==> src/rtl/layer_sequencer_if.sv <==
// Bundle between the layer sequencer, the instruction RAM it reads and the
// compute engine it feeds with layer commands. The master side is the
// sequencer; the slave side is the RAM plus engine environment.
interface layer_sequencer_if #(
    parameter int ADDR_WIDTH = 8,
    parameter int DATA_WIDTH = 8
);
    logic [ADDR_WIDTH-1:0] ram_addr;
    logic                  ram_en;
    logic [DATA_WIDTH-1:0] ram_data;
    logic                  layer_valid;
    logic                  layer_ready;
    logic [DATA_WIDTH-1:0] layer_in_size;
    logic [DATA_WIDTH-1:0] layer_out_size;
    logic [ADDR_WIDTH-1:0] layer_idx;

    modport master (
        output ram_addr,
        output ram_en,
        input  ram_data,
        output layer_valid,
        input  layer_ready,
        output layer_in_size,
        output layer_out_size,
        output layer_idx
    );

    modport slave (
        input  ram_addr,
        input  ram_en,
        output ram_data,
        input  layer_valid,
        output layer_ready,
        input  layer_in_size,
        input  layer_out_size,
        input  layer_idx
    );
endinterface

==> src/rtl/layer_sequencer.sv <==
// Layer sequencer: walks the layer-size program in the instruction RAM from
// address 0 and, for every adjacent pair of sizes, hands one layer command
// {in_size, out_size, index} to the compute engine over valid/ready.
// The program counter carries one extra bit so the "one past the last legal
// address" value can be represented and compared without wrapping; the RAM
// only ever sees the counter while a fetch is in progress.
module layer_sequencer #(
    parameter int                   ADDR_WIDTH     = 8,
    parameter int                   DATA_WIDTH     = 8,
    parameter logic [DATA_WIDTH-1:0] END_OF_PROGRAM = 8'hFF,
    parameter int                   PROG_DEPTH     = 5
) (
    input  logic                  clk,
    input  logic                  rst_n,
    input  logic                  start,
    layer_sequencer_if.master     bus,
    output logic [ADDR_WIDTH-1:0] layer_count,
    output logic                  busy,
    output logic                  done,
    output logic                  error,
    output logic [1:0]            err_code
);

    localparam int PW = ADDR_WIDTH + 1;
    localparam logic [PW-1:0] PC_LIMIT = PW'(PROG_DEPTH);

    localparam logic [1:0] ERR_ZERO_SIZE = 2'b00;
    localparam logic [1:0] ERR_EMPTY     = 2'b01;
    localparam logic [1:0] ERR_NO_LAYERS = 2'b10;
    localparam logic [1:0] ERR_OVERFLOW  = 2'b11;

    typedef enum logic [2:0] {
        S_IDLE,
        S_FETCH_IN,
        S_FETCH_OUT,
        S_ISSUE,
        S_DONE,
        S_ERROR
    } state_t;

    state_t                state;
    state_t                state_next;
    logic [PW-1:0]         pc;
    logic [PW-1:0]         pc_inc;
    logic [DATA_WIDTH-1:0] prev_size;
    logic [DATA_WIDTH-1:0] cur_size;
    logic [ADDR_WIDTH-1:0] idx_q;

    logic                  clr_run;
    logic                  load_prev;
    logic                  load_cur;
    logic                  adv_pc;
    logic                  accept;
    logic                  set_err;
    logic [1:0]            err_next;

    logic                  data_is_eop;
    logic                  data_is_zero;

    assign pc_inc       = pc + PW'(1);
    assign data_is_eop  = (bus.ram_data == END_OF_PROGRAM);
    assign data_is_zero = (bus.ram_data == '0);

    // State register.
    always_ff @(posedge clk or negedge rst_n) begin
        if (!rst_n) begin
            state <= S_IDLE;
        end else begin
            state <= state_next;
        end
    end

    // Next-state decision and the datapath strobes that go with each transition.
    always_comb begin
        state_next = state;
        clr_run    = 1'b0;
        load_prev  = 1'b0;
        load_cur   = 1'b0;
        adv_pc     = 1'b0;
        accept     = 1'b0;
        set_err    = 1'b0;
        err_next   = ERR_ZERO_SIZE;
        case (state)
            S_IDLE, S_DONE, S_ERROR: begin
                if (start) begin
                    clr_run    = 1'b1;
                    state_next = S_FETCH_IN;
                end else if (state == S_DONE) begin
                    state_next = S_IDLE;
                end
            end
            S_FETCH_IN: begin
                if (data_is_eop) begin
                    set_err  = 1'b1;
                    err_next = ERR_EMPTY;
                end else if (data_is_zero) begin
                    set_err  = 1'b1;
                    err_next = ERR_ZERO_SIZE;
                end else if (pc_inc == PC_LIMIT) begin
                    set_err  = 1'b1;
                    err_next = ERR_OVERFLOW;
                end else begin
                    load_prev  = 1'b1;
                    adv_pc     = 1'b1;
                    state_next = S_FETCH_OUT;
                end
            end
            S_FETCH_OUT: begin
                if (data_is_eop) begin
                    if (layer_count == '0) begin
                        set_err  = 1'b1;
                        err_next = ERR_NO_LAYERS;
                    end else begin
                        state_next = S_DONE;
                    end
                end else if (data_is_zero) begin
                    set_err  = 1'b1;
                    err_next = ERR_ZERO_SIZE;
                end else begin
                    load_cur   = 1'b1;
                    adv_pc     = 1'b1;
                    state_next = S_ISSUE;
                end
            end
            S_ISSUE: begin
                if (bus.layer_ready) begin
                    accept = 1'b1;
                    if (pc == PC_LIMIT) begin
                        set_err  = 1'b1;
                        err_next = ERR_OVERFLOW;
                    end else begin
                        state_next = S_FETCH_OUT;
                    end
                end
            end
            default: begin
                state_next = S_IDLE;
            end
        endcase
        if (set_err) begin
            state_next = S_ERROR;
        end
    end

    // Program counter, layer sizes, command index/count and the error cause.
    always_ff @(posedge clk or negedge rst_n) begin
        if (!rst_n) begin
            pc          <= '0;
            prev_size   <= '0;
            cur_size    <= '0;
            idx_q       <= '0;
            layer_count <= '0;
            err_code    <= '0;
        end else begin
            if (clr_run) begin
                pc          <= '0;
                idx_q       <= '0;
                layer_count <= '0;
                err_code    <= '0;
            end
            if (adv_pc) begin
                pc <= pc_inc;
            end
            if (load_prev) begin
                prev_size <= bus.ram_data;
            end
            if (load_cur) begin
                cur_size <= bus.ram_data;
            end
            if (accept) begin
                prev_size   <= cur_size;
                idx_q       <= idx_q + ADDR_WIDTH'(1);
                layer_count <= layer_count + ADDR_WIDTH'(1);
            end
            if (set_err) begin
                err_code <= err_next;
            end
        end
    end

    // Outputs decoded from the state; the RAM address is masked outside fetches.
    always_comb begin
        bus.ram_en         = (state == S_FETCH_IN) || (state == S_FETCH_OUT);
        bus.ram_addr       = bus.ram_en ? pc[ADDR_WIDTH-1:0] : '0;
        bus.layer_valid    = (state == S_ISSUE);
        bus.layer_in_size  = prev_size;
        bus.layer_out_size = cur_size;
        bus.layer_idx      = idx_q;
        busy               = (state == S_FETCH_IN) || (state == S_FETCH_OUT) ||
                             (state == S_ISSUE);
        done               = (state == S_DONE);
        error              = (state == S_ERROR);
    end

endmodule
==> src/flat_wrapper.sv <==
// flat-port wrapper written by rule: the top's interface ports become plain ports
module layer_sequencer_flat 
#(
    parameter int                   ADDR_WIDTH     = 8,
    parameter int                   DATA_WIDTH     = 8,
    parameter logic [DATA_WIDTH-1:0] END_OF_PROGRAM = 8'hFF,
    parameter int                   PROG_DEPTH     = 5
)
  (clk, rst_n, start, layer_count, busy, done, error, err_code, bus_ram_addr, bus_ram_en, bus_ram_data, bus_layer_valid, bus_layer_ready, bus_layer_in_size, bus_layer_out_size, bus_layer_idx);
  layer_sequencer_if #(.ADDR_WIDTH(ADDR_WIDTH), .DATA_WIDTH(DATA_WIDTH)) bus_i ();
  input  logic clk;
  input  logic rst_n;
  input  logic start;
  output logic [ADDR_WIDTH-1:0] layer_count;
  output logic busy;
  output logic done;
  output logic error;
  output logic [1:0] err_code;
  output wire logic [$bits(bus_i.ram_addr)-1:0] bus_ram_addr;
  output wire logic [$bits(bus_i.ram_en)-1:0] bus_ram_en;
  input wire logic [$bits(bus_i.ram_data)-1:0] bus_ram_data;
  output wire logic [$bits(bus_i.layer_valid)-1:0] bus_layer_valid;
  input wire logic [$bits(bus_i.layer_ready)-1:0] bus_layer_ready;
  output wire logic [$bits(bus_i.layer_in_size)-1:0] bus_layer_in_size;
  output wire logic [$bits(bus_i.layer_out_size)-1:0] bus_layer_out_size;
  output wire logic [$bits(bus_i.layer_idx)-1:0] bus_layer_idx;
  assign bus_ram_addr = bus_i.ram_addr;
  assign bus_ram_en = bus_i.ram_en;
  assign bus_i.ram_data = bus_ram_data;
  assign bus_layer_valid = bus_i.layer_valid;
  assign bus_i.layer_ready = bus_layer_ready;
  assign bus_layer_in_size = bus_i.layer_in_size;
  assign bus_layer_out_size = bus_i.layer_out_size;
  assign bus_layer_idx = bus_i.layer_idx;
  layer_sequencer #(.ADDR_WIDTH(ADDR_WIDTH), .DATA_WIDTH(DATA_WIDTH), .END_OF_PROGRAM(END_OF_PROGRAM), .PROG_DEPTH(PROG_DEPTH)) u_core (.clk(clk), .rst_n(rst_n), .start(start), .bus(bus_i), .layer_count(layer_count), .busy(busy), .done(done), .error(error), .err_code(err_code));
endmodule
==> config.mk <==
export PLATFORM = sky130hd
export DESIGN_NAME = layer_sequencer_flat
export DESIGN_NICKNAME = d
export VERILOG_FILES = /design/src/rtl/layer_sequencer_if.sv /design/src/rtl/layer_sequencer.sv /design/src/flat_wrapper.sv
export SDC_FILE = /design/constraint.sdc
export NUM_CORES = 1
export LEC_CHECK = 0
export CAP_MARGIN = 15
export CELL_PAD_IN_SITES_DETAIL_PLACEMENT = 1
export CELL_PAD_IN_SITES_GLOBAL_PLACEMENT = 2
export CORE_MARGIN = 2
export CORE_UTILIZATION = 27
export CTS_CLUSTER_DIAMETER = 200
export CTS_CLUSTER_SIZE = 25
export DETAILED_ROUTE_END_ITERATION = 16
export PLACE_DENSITY = 0.85
export SETUP_SLACK_MARGIN = 0.5
export SKIP_LAST_GASP = 1
export SYNTH_ARGS = -nofsm -noshare
export SYNTH_HDL_FRONTEND = slang
export SYNTH_SLANG_ARGS = --single-unit
==> constraint.sdc <==
create_clock -name clk -period 2.4 [get_ports clk]
set_input_delay 0.48 -clock clk [delete_from_list [all_inputs] [get_ports clk]]
set_output_delay 0.48 -clock clk [all_outputs]
set_load 0.05 [all_outputs]
run_1/pdn.png
Pins as bars on the die edge.
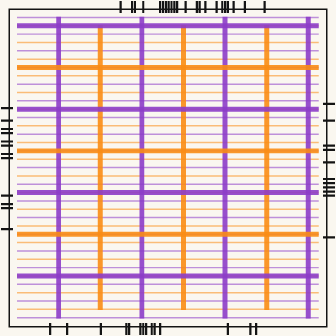
VSS: in purple. VDD: in orange.
7 straps on met5. 59 signal pins sit on the boundary. 37 met1 rails follow the rows. The core has 36 rows. 7 straps on met4.

run_1/cell_classes.png
Bar = 20 um.
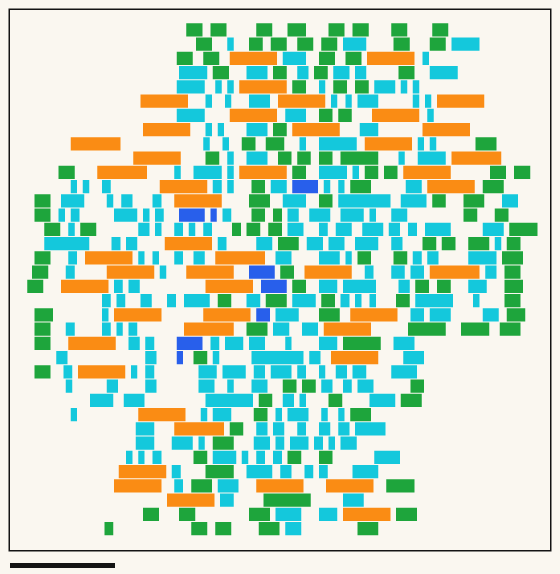
other buffers and delay cells: in green, cells 122, share of their area 27%. clock drivers and dummy loads: in blue, cells 8, share of their area 2.0%. all other logic: in cyan, cells 231, share of their area 43%. flip-flops: in orange, cells 46, share of their area 28%.

run_1/clock_map.png
Bar = 20 um.
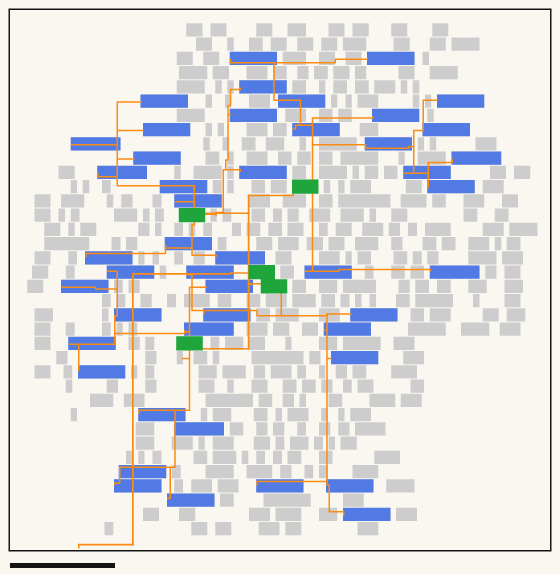
flip-flops: in blue, count 46. cells driving clock nets: in green, count 5. clock wires: in orange, length 698 um.
There are 6 routed clock nets.
final clock skew: 0.0139 ns
Skew-Pair Late Insertion Delay: 0.31 ns
clock share of power: 0.081

run_1/metal_stack.png
Two of the layers only.
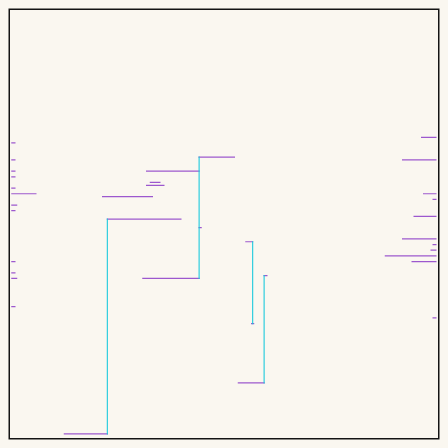
met3: in purple, wire length 153 um. met4: in cyan, wire length 127 um.
WL final: 9.07 mm
Routed wire per std cell: 16.8 um

[run 1: power by group through the flow]
| stage | Combinational [mW] | Sequential, mW | Clock [mW] |
|---|---|---|---|
| floorplan | 1.65 | 1.90 | 0 |
| global route | 4.49 | 1.38 | 0.534 |
| CTS | 3.89 | 1.34 | 0.496 |
| finish | 4.24 | 1.34 | 0.494 |
| global placement | 3.27 | 1.37 | 0 |
| detailed placement | 3.34 | 1.38 | 0 |
[run 1: cells by family (layout without fill, tap and decap cells)]
family          Yosys count  after routing  share of synthesized area
compound gates           61             61                      0.162
xor+xnor                  1              1                    0.00331
fa+ha+maj                 6              6                     0.0283
buf+inv                  22            139                     0.0373
flops                    46             46                      0.434
mux                      18             18                     0.0751
simple gates            136            136                      0.259
[run 1: registers in the layout, summed over array words and instances (netlist names)]
signal and flops:
u_core.bus.layer_out_size 8, u_core.layer_count 8, u_core.pc 9, u_core.bus.layer_in_size 8, u_core.err_code 2, u_core.state 3, u_core.bus.layer_idx 8
[run 1: area by class of cell]
cell class	instances	area share
multi-input cells	222	0.403
clock inverters	1	0.00174
clock buffers	7	0.0177
well taps	133	0.0385
flip-flops and latches	46	0.268
inverters	9	0.00956
repair buffers	122	0.261
[run 1: placed cells by master (no fill, tap or decap), drive strengths merged, types with 9 or more instances in the layout]
cell type	n
buf	76
nand2	50
dfrtp	46
dlygate4sd2	38
o21ai	28
nor2	20
mux2	15
nand3	11
clkbuf	10
nand4	9
and3	9
nor2b	9
[run 1: stage by stage]
stage               area, um^2  hold WS [ns]  TNS, ns  total power, mW  utilization
finish                    4320         0.156        0             6.07        0.448
global placement          3680         0.481   -0.441             4.63        0.382
global route              4320         0.177        0             6.41        0.448
CTS                       4080         0.166        0             5.73        0.424
detailed placement        3680         0.490    -1.99             4.72        0.382
floorplan                 2770         0.184        0             3.55            -
==> metrics.yaml, run 1 <==
setup_path:
  r2r-start: "u_core.pc[1]"
  timing.critical_path.to: "u_core.pc[7]"
  reg2reg_setup_slack_ns: 0.1
  worst_setup_path_end_kind: "flip-flop"
  timing.critical_path.slowest_stage_cell: "sky130_fd_sc_hd__dfrtp_2"
  critical_path_arrival_ns: 2.49
  worst_path_dominant_cell_family: "AND-OR/OR-AND gates"
  path_type_of_the_worst_setup_path: "flip-flop to flip-flop"
  critical_path_required_ns: 2.59
  rr_worst_depth: 8
  launching_instance_or_port_of_the_critical_path: "u_core.pc[1]"
  critical_path_cell_sequence: "ha_4 -> or2b_4 -> a2111oi_4 -> and2_4 -> a211o_1 -> buf_6 -> nor3_4 -> a211o_1"
  setup.worst_path.start_class: "flip-flop"
  path_depth: 8
  path_common_cell: "sky130_fd_sc_hd__a211o_1"
  cp_slowest_stage_delay_ns: 0.46
  cp_max_fo: 5
  r2r_end: "u_core.pc[7]"
  critical_path.n_buffers_inverters: 1
logic_synthesis:
  async_flop_share: 1.00
  yosys.cell_types.count: 51
  common_cells: "sky130_fd_sc_hd__nand2_1, sky130_fd_sc_hd__dfrtp_1, sky130_fd_sc_hd__o21ai_0"
  topCellsByArea: "sky130_fd_sc_hd__dfrtp_1, sky130_fd_sc_hd__nand2_1, sky130_fd_sc_hd__mux2_2"
  ys.warnings.count: 0
  post_synthesis_area_per_instance_um2: 9.14
  yosysSeqAreaShare: 0.434
  floorplan.nets: 308
  synth.yosys.num_cells: 290
  synth.most_common_cell: "sky130_fd_sc_hd__nand2_1"
  synth_flop_count: 46
  synth.cell_area_um2: 2650
  post-synth-top-area-fraction: 0.434
  largest_area_cell: "sky130_fd_sc_hd__dfrtp_1"
  netlist_instances: 290
  enable_flop_cells: 0
  synth.yosys.chip_area_um2: 2650
  synth-main-ff-cell: "sky130_fd_sc_hd__dfrtp_1"
final_layout:
  multiInputGateArea_um2: 1740
  finalNetCount: 424
  n_antenna_cell: 0
  ratio_of_cells_with_drive_above_1_in_the_final_layout: 0.405
  area_growth_synth_to_finish_pct: 63.0
  layout.area.seq_um2: 1160
  finish.cell_count_without_fillers: 540
  nFillCells: 1123
grt:
  first_global_vias: 2827
  grt_use_met1: 0.225
  grt_max_degree: 24
  grtUsageMet2: 0.302
  grt_use_met3: 0.0197
  global_route_wire_length_before_repair_mm: 14.3
  antenna_violations_before_repair: 0
  grt_use_total: 0.172
  grt-busiest-layer: "met2"
  global_route.overflow_total: 0
floorplanning:
  pin_count: 59
  chipHeight_um: 103
  die-area_um2: 10600
  floorplanUtilization: 0.275
  core.rowCount: 36
  coreArea_um2: 9640
  die_width_um: 103
power_and_ir_drop:
  netSwitchingFraction: 0.488
  powerDensity_nw_per_um2: 1410
  combinationalPowerShare: 0.698
  ir_worst_vdd_v: 0.000505
  power_frac_seq: 0.221
  leakage_nw: 2.01
  internal_power_mw: 3.11
  switching_power_mw: 2.96
sta:
  timing_worst_slew_pin_value_ns: 0.546
  rsz0062_at_grt: "true"
  period_minus_slack_ns: 2.30
  post-route-period-util: 0.960
  final_hold_viol_count: 0
  drv_slew: 0
  achievable-frequency_mhz: 434
  timing.slew.headroom: 0.636
  setup_viol_count_final: 0
  setup_ws_ns: 0.0966
clock_tree:
  cts_root_buf: "sky130_fd_sc_hd__clkbuf_8"
  cts_num_sinks: 46
  numCtsBuffers: 5
  cts-htree-levels: 2
  clkSlewWorstSetupHoldPaths_ns: 0.09
  post_cts.repair.setup_buffers: 21
  max-clock-path-buffers: 2
  cts_tree: "yes"
  post_cts_resize_count: 96
  cts_hold_buf: 0
detailed_routing:
  route.detailed.drc: 0
  met3_wirelength_um: 153
  max_used_layer: "met4"
  route.met2.wl_mm: 4.64
  vias: 2678
  via_to_cell_ratio: 4.96
  drt.antenna.violating_nets: 0
  route.layer.met1.wl_mm: 4.16
  drtPass1Iterations: 4
  detailedRoute.firstIterationViolations: 75
run_status:
  outcome: "finished, final reports clean"
run:
  log.warning_count: 32
  max-cap-violations: 0
place:
  setup_slack_after_placement_ns: -0.117
  numPortBuffers: 58
  post-place-cells: 500
  hpwl_mm: 5.99
  gp_congestion: 0.845
worst_hold_path:
  timing.hold.worst.class: "input pin to async pin"
run_1/final_clocks.png
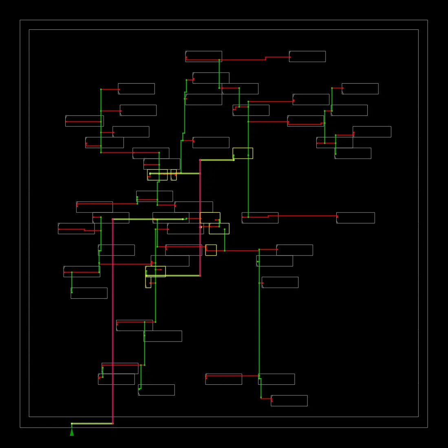

## Run 2: what changed since run 1
--- a/config.mk
+++ b/config.mk
@@ -9,11 +9,12 @@
 export CELL_PAD_IN_SITES_DETAIL_PLACEMENT = 1
 export CELL_PAD_IN_SITES_GLOBAL_PLACEMENT = 2
 export CORE_MARGIN = 2
-export CORE_UTILIZATION = 27
+export CORE_UTILIZATION = 34
 export CTS_CLUSTER_DIAMETER = 200
 export CTS_CLUSTER_SIZE = 25
 export DETAILED_ROUTE_END_ITERATION = 16
-export PLACE_DENSITY = 0.85
+export DONT_BUFFER_PORTS = 1
+export PLACE_DENSITY_LB_ADDON = 0.1
 export SETUP_SLACK_MARGIN = 0.5
 export SKIP_LAST_GASP = 1
 export SYNTH_ARGS = -nofsm -noshare
run_2/final_clocks.png
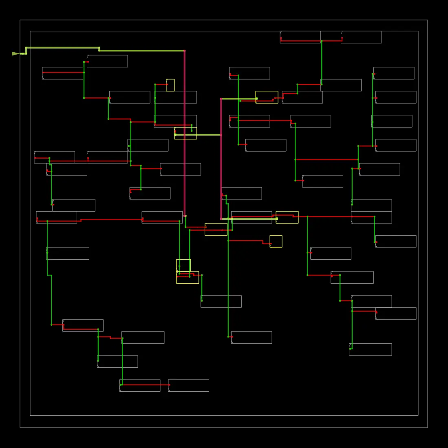
# clock sinks: 46
clock buffers created by TritonCTS: 5
final clock skew: 0.00799 ns
number of flip-flops and latches: 46
clk pwr: 0.503 mW

==> metrics.yaml, run 2 <==
run_status:
  outcome: "finished, final reports clean"
detailed_routing:
  route.detailed.drc: 0
  met3_wirelength_um: 385
  routed_wire_length_per_instance_um: 18.1
  vias: 2432
  max_used_layer: "met4"
  detailedRoute.firstIterationViolations: 65
  routed_wl_mm: 8.21
  route.layer.met1.wl_mm: 3.53
  drt.antenna.violating_nets: 0
  via_to_cell_ratio: 5.36
  drtPass1Iterations: 4
  route.met2.wl_mm: 4.20
logic_synthesis:
  post-synth-top-area-fraction: 0.434
  yosysSeqAreaShare: 0.434
  synth-main-ff-cell: "sky130_fd_sc_hd__dfrtp_1"
  synth_simple_gate_area_share: 0.259
  enable_flop_cells: 0
  post_synth_xor_area_fraction: 0.00331
  synth_flop_count: 46
  ys.warnings.count: 0
  netlist_instances: 290
  synth.cell_area_um2: 2650
  synth.yosys.num_cells: 290
  yosys.cell_types.count: 51
  common_cells: "sky130_fd_sc_hd__nand2_1, sky130_fd_sc_hd__dfrtp_1, sky130_fd_sc_hd__o21ai_0"
  post_synthesis_area_per_instance_um2: 9.14
  ys_top_logic_family: "simple AND/OR/NAND/NOR gates"
  synth.most_common_cell: "sky130_fd_sc_hd__nand2_1"
  floorplan.nets: 308
  synth.cellmix.compoundShare: 0.162
  largest_area_cell: "sky130_fd_sc_hd__dfrtp_1"
  synth.area.mux_share: 0.0751
  async_flop_share: 1.00
  topCellsByArea: "sky130_fd_sc_hd__dfrtp_1, sky130_fd_sc_hd__nand2_1, sky130_fd_sc_hd__mux2_2"
  adder_cell_share_of_the_synthesized_area: 0.0283
  synth.yosys.chip_area_um2: 2650
clock_tree:
  cts_root_buf: "sky130_fd_sc_hd__clkbuf_8"
  clkSlewWorstSetupHoldPaths_ns: 0.10
  cts_tree: "yes"
  max-clock-path-buffers: 2
  cts-htree-levels: 2
  insertion_delay_ns: 0.31
setup_path:
  critical_path_arrival_ns: 2.39
  worst_setup_path_end_kind: "flip-flop"
  timing.critical_path.slowest_stage_cell: "sky130_fd_sc_hd__dfrtp_2"
  path_type_of_the_worst_setup_path: "flip-flop to flip-flop"
  critical_path.n_buffers_inverters: 2
  launching_instance_or_port_of_the_critical_path: "u_core.pc[0]"
  cp_slowest_stage_delay_ns: 0.45
  setup.worst_path.start_class: "flip-flop"
  r2r-start: "u_core.pc[0]"
  critical_path_required_ns: 2.60
  worst_path_dominant_cell_family: "flip-flops"
  cp_max_fo: 8
  critical_path_cell_sequence: "ha_4 -> or2b_1 -> a2111oi_4 -> buf_4 -> and2_4 -> o41ai_4 -> buf_6 -> mux2_4"
final_layout:
  most-common-layout-cells: "sky130_fd_sc_hd__buf_4, sky130_fd_sc_hd__nand2_1, sky130_fd_sc_hd__dfrtp_1, sky130_fd_sc_hd__o21ai_0, sky130_fd_sc_hd__mux2_2"
  largest-register: "u_core.pc"
  largest_register_ff_count: 9
  layout.area.seq_um2: 1160
  ratio_of_cells_with_drive_above_1_in_the_final_layout: 0.429
  layout.cells.most_common: "sky130_fd_sc_hd__buf_4"
  final_design_area_no_fill_um2: 3720
  finish.cell_count_without_fillers: 454
  nFillCells: 869
  multiInputGateArea_um2: 1680
  n_antenna_cell: 0
  area_growth_synth_to_finish_pct: 40.4
  finalNetCount: 369
  postLayoutCoreUtil: 0.486
power_and_ir_drop:
  finalPower_mw: 5.59
  internal_power_mw: 2.76
  netSwitchingFraction: 0.507
  powerDensity_nw_per_um2: 1500
  ir_worst_vdd_v: 0.000583
  switching_power_mw: 2.84
  leakage_nw: 1.63
  combinationalPowerShare: 0.570
  power_frac_seq: 0.340
  power_frac_clock: 0.090
place:
  postPlaceCellArea_um2: 3040
  gp_congestion: 0.824
  post-place-cells: 406
  setup_slack_after_placement_ns: 0.0772
  numPortBuffers: 0
  hpwl_mm: 5.39
sta:
  setup_viol_count_final: 0
  timing_worst_slew_pin_value_ns: 0.625
  rsz0062_at_grt: "true"
  timing.slew.headroom: 0.584
  setup_ws_ns: 0.216
  final_hold_viol_count: 0
  post-route-period-util: 0.910
  achievable-frequency_mhz: 458
  final.hold.worst_slack_ns: 0.000183
  totalNegativeSetupSlack_ns: 0
  period_minus_slack_ns: 2.18
  drv_slew: 0
floorplanning:
  pin_count: 59
  core.rowCount: 32
  coreArea_um2: 7650
  die-area_um2: 8520
  floorplanUtilization: 0.347
  chipHeight_um: 92.3
  die_width_um: 92.3
grt:
  global_route.overflow_total: 0
  grt_max_degree: 47
  grt_use_total: 0.195
  first_global_vias: 2584
  antenna_violations_before_repair: 0
  global_route_wire_length_before_repair_mm: 13.2
run:
  log.warning_count: 32
  max-cap-violations: 0
worst_hold_path:
  timing.hold.worst.class: "input pin to async pin"
run_2/cell_classes.png
Bar = 20 um.
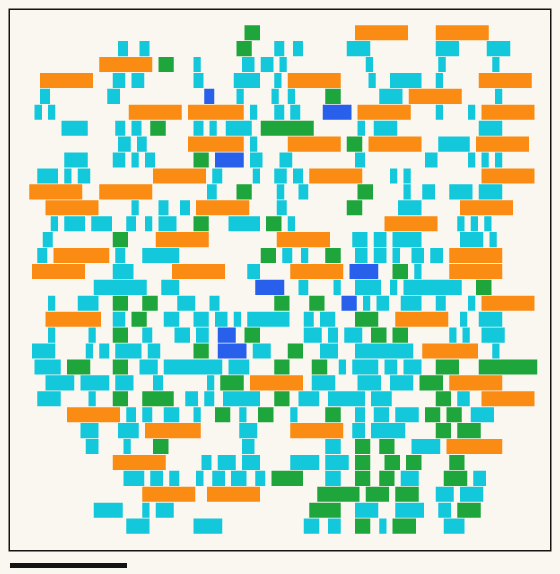
clock drivers and dummy loads: in blue, cells 8, share of their area 2.5%. other buffers and delay cells: in green, cells 67, share of their area 17%. flip-flops: in orange, cells 46, share of their area 32%. all other logic: in cyan, cells 231, share of their area 48%.

-- run 2: power groups by stage --
stage                     Combinational (mW)  Sequential [mW]  Clock (mW)
after floorplan                         1.65             1.90           0
after detailed placement                2.19             1.93           0
final                                   3.19             1.90       0.503
after global placement                  2.15             1.91           0
after global routing                    3.44             1.95       0.547
after CTS                               2.83             1.90       0.522
-- run 2: worst paths after layout --
| path | end | slack, ns | cells past startpoint |
|---|---|---|---|
| worst max register to register | u_core.bus.layer_in_size[0] | 0.22 | 8 |
| max in group asynchronous | u_core.pc[1] | 2.15 | 1 |
| worst max-delay path | u_core.bus.layer_in_size[0] | 0.22 | 8 |
| worst min register to register | u_core.pc[6] | 0.62 | 1 |
| worst min-delay path | u_core.state[1] | 0.0002 | 1 |
| min in group clk | u_core.bus.layer_out_size[6] | 0.31 | 1 |
-- run 2: layout make-up --
type,count,share of cell area
clock buffers,5,0.0185
clock inverters,3,0.00572
inverters,9,0.0111
multi-input cells,222,0.453
flip-flops and latches,46,0.312
well taps,102,0.0343
repair buffers,67,0.166
-- run 2: cells by family (layout without fill, tap and decap cells) --
logic type	Yosys count	after routing
flops	46	46
buf+inv	22	84
mux	18	18
compound gates	61	61
xor+xnor	1	1
simple gates	136	136
fa+ha+maj	6	6
-- run 2: what timing repair did --
item / in CTS / in global routing
buffers inserted: 22 / 16
pin swaps: 18 / 14
gates cloned: 0 / 1
setup endpoints to repair: 34 / 45
endpoints found under the hold margin: 46 / 0
hold buffers: 1 / 0
resized: 45 / 24
-- run 2: layer usage --
metal | vias to the layer above | global-route usage
met3 | 10 | 0.0534
met5 | - | 0
met1 | 1223 | 0.239
met4 | 0 | 0.0473
met2 | 41 | 0.340
li1 | 1158 | -
Power and IR drop assume default switching activity.
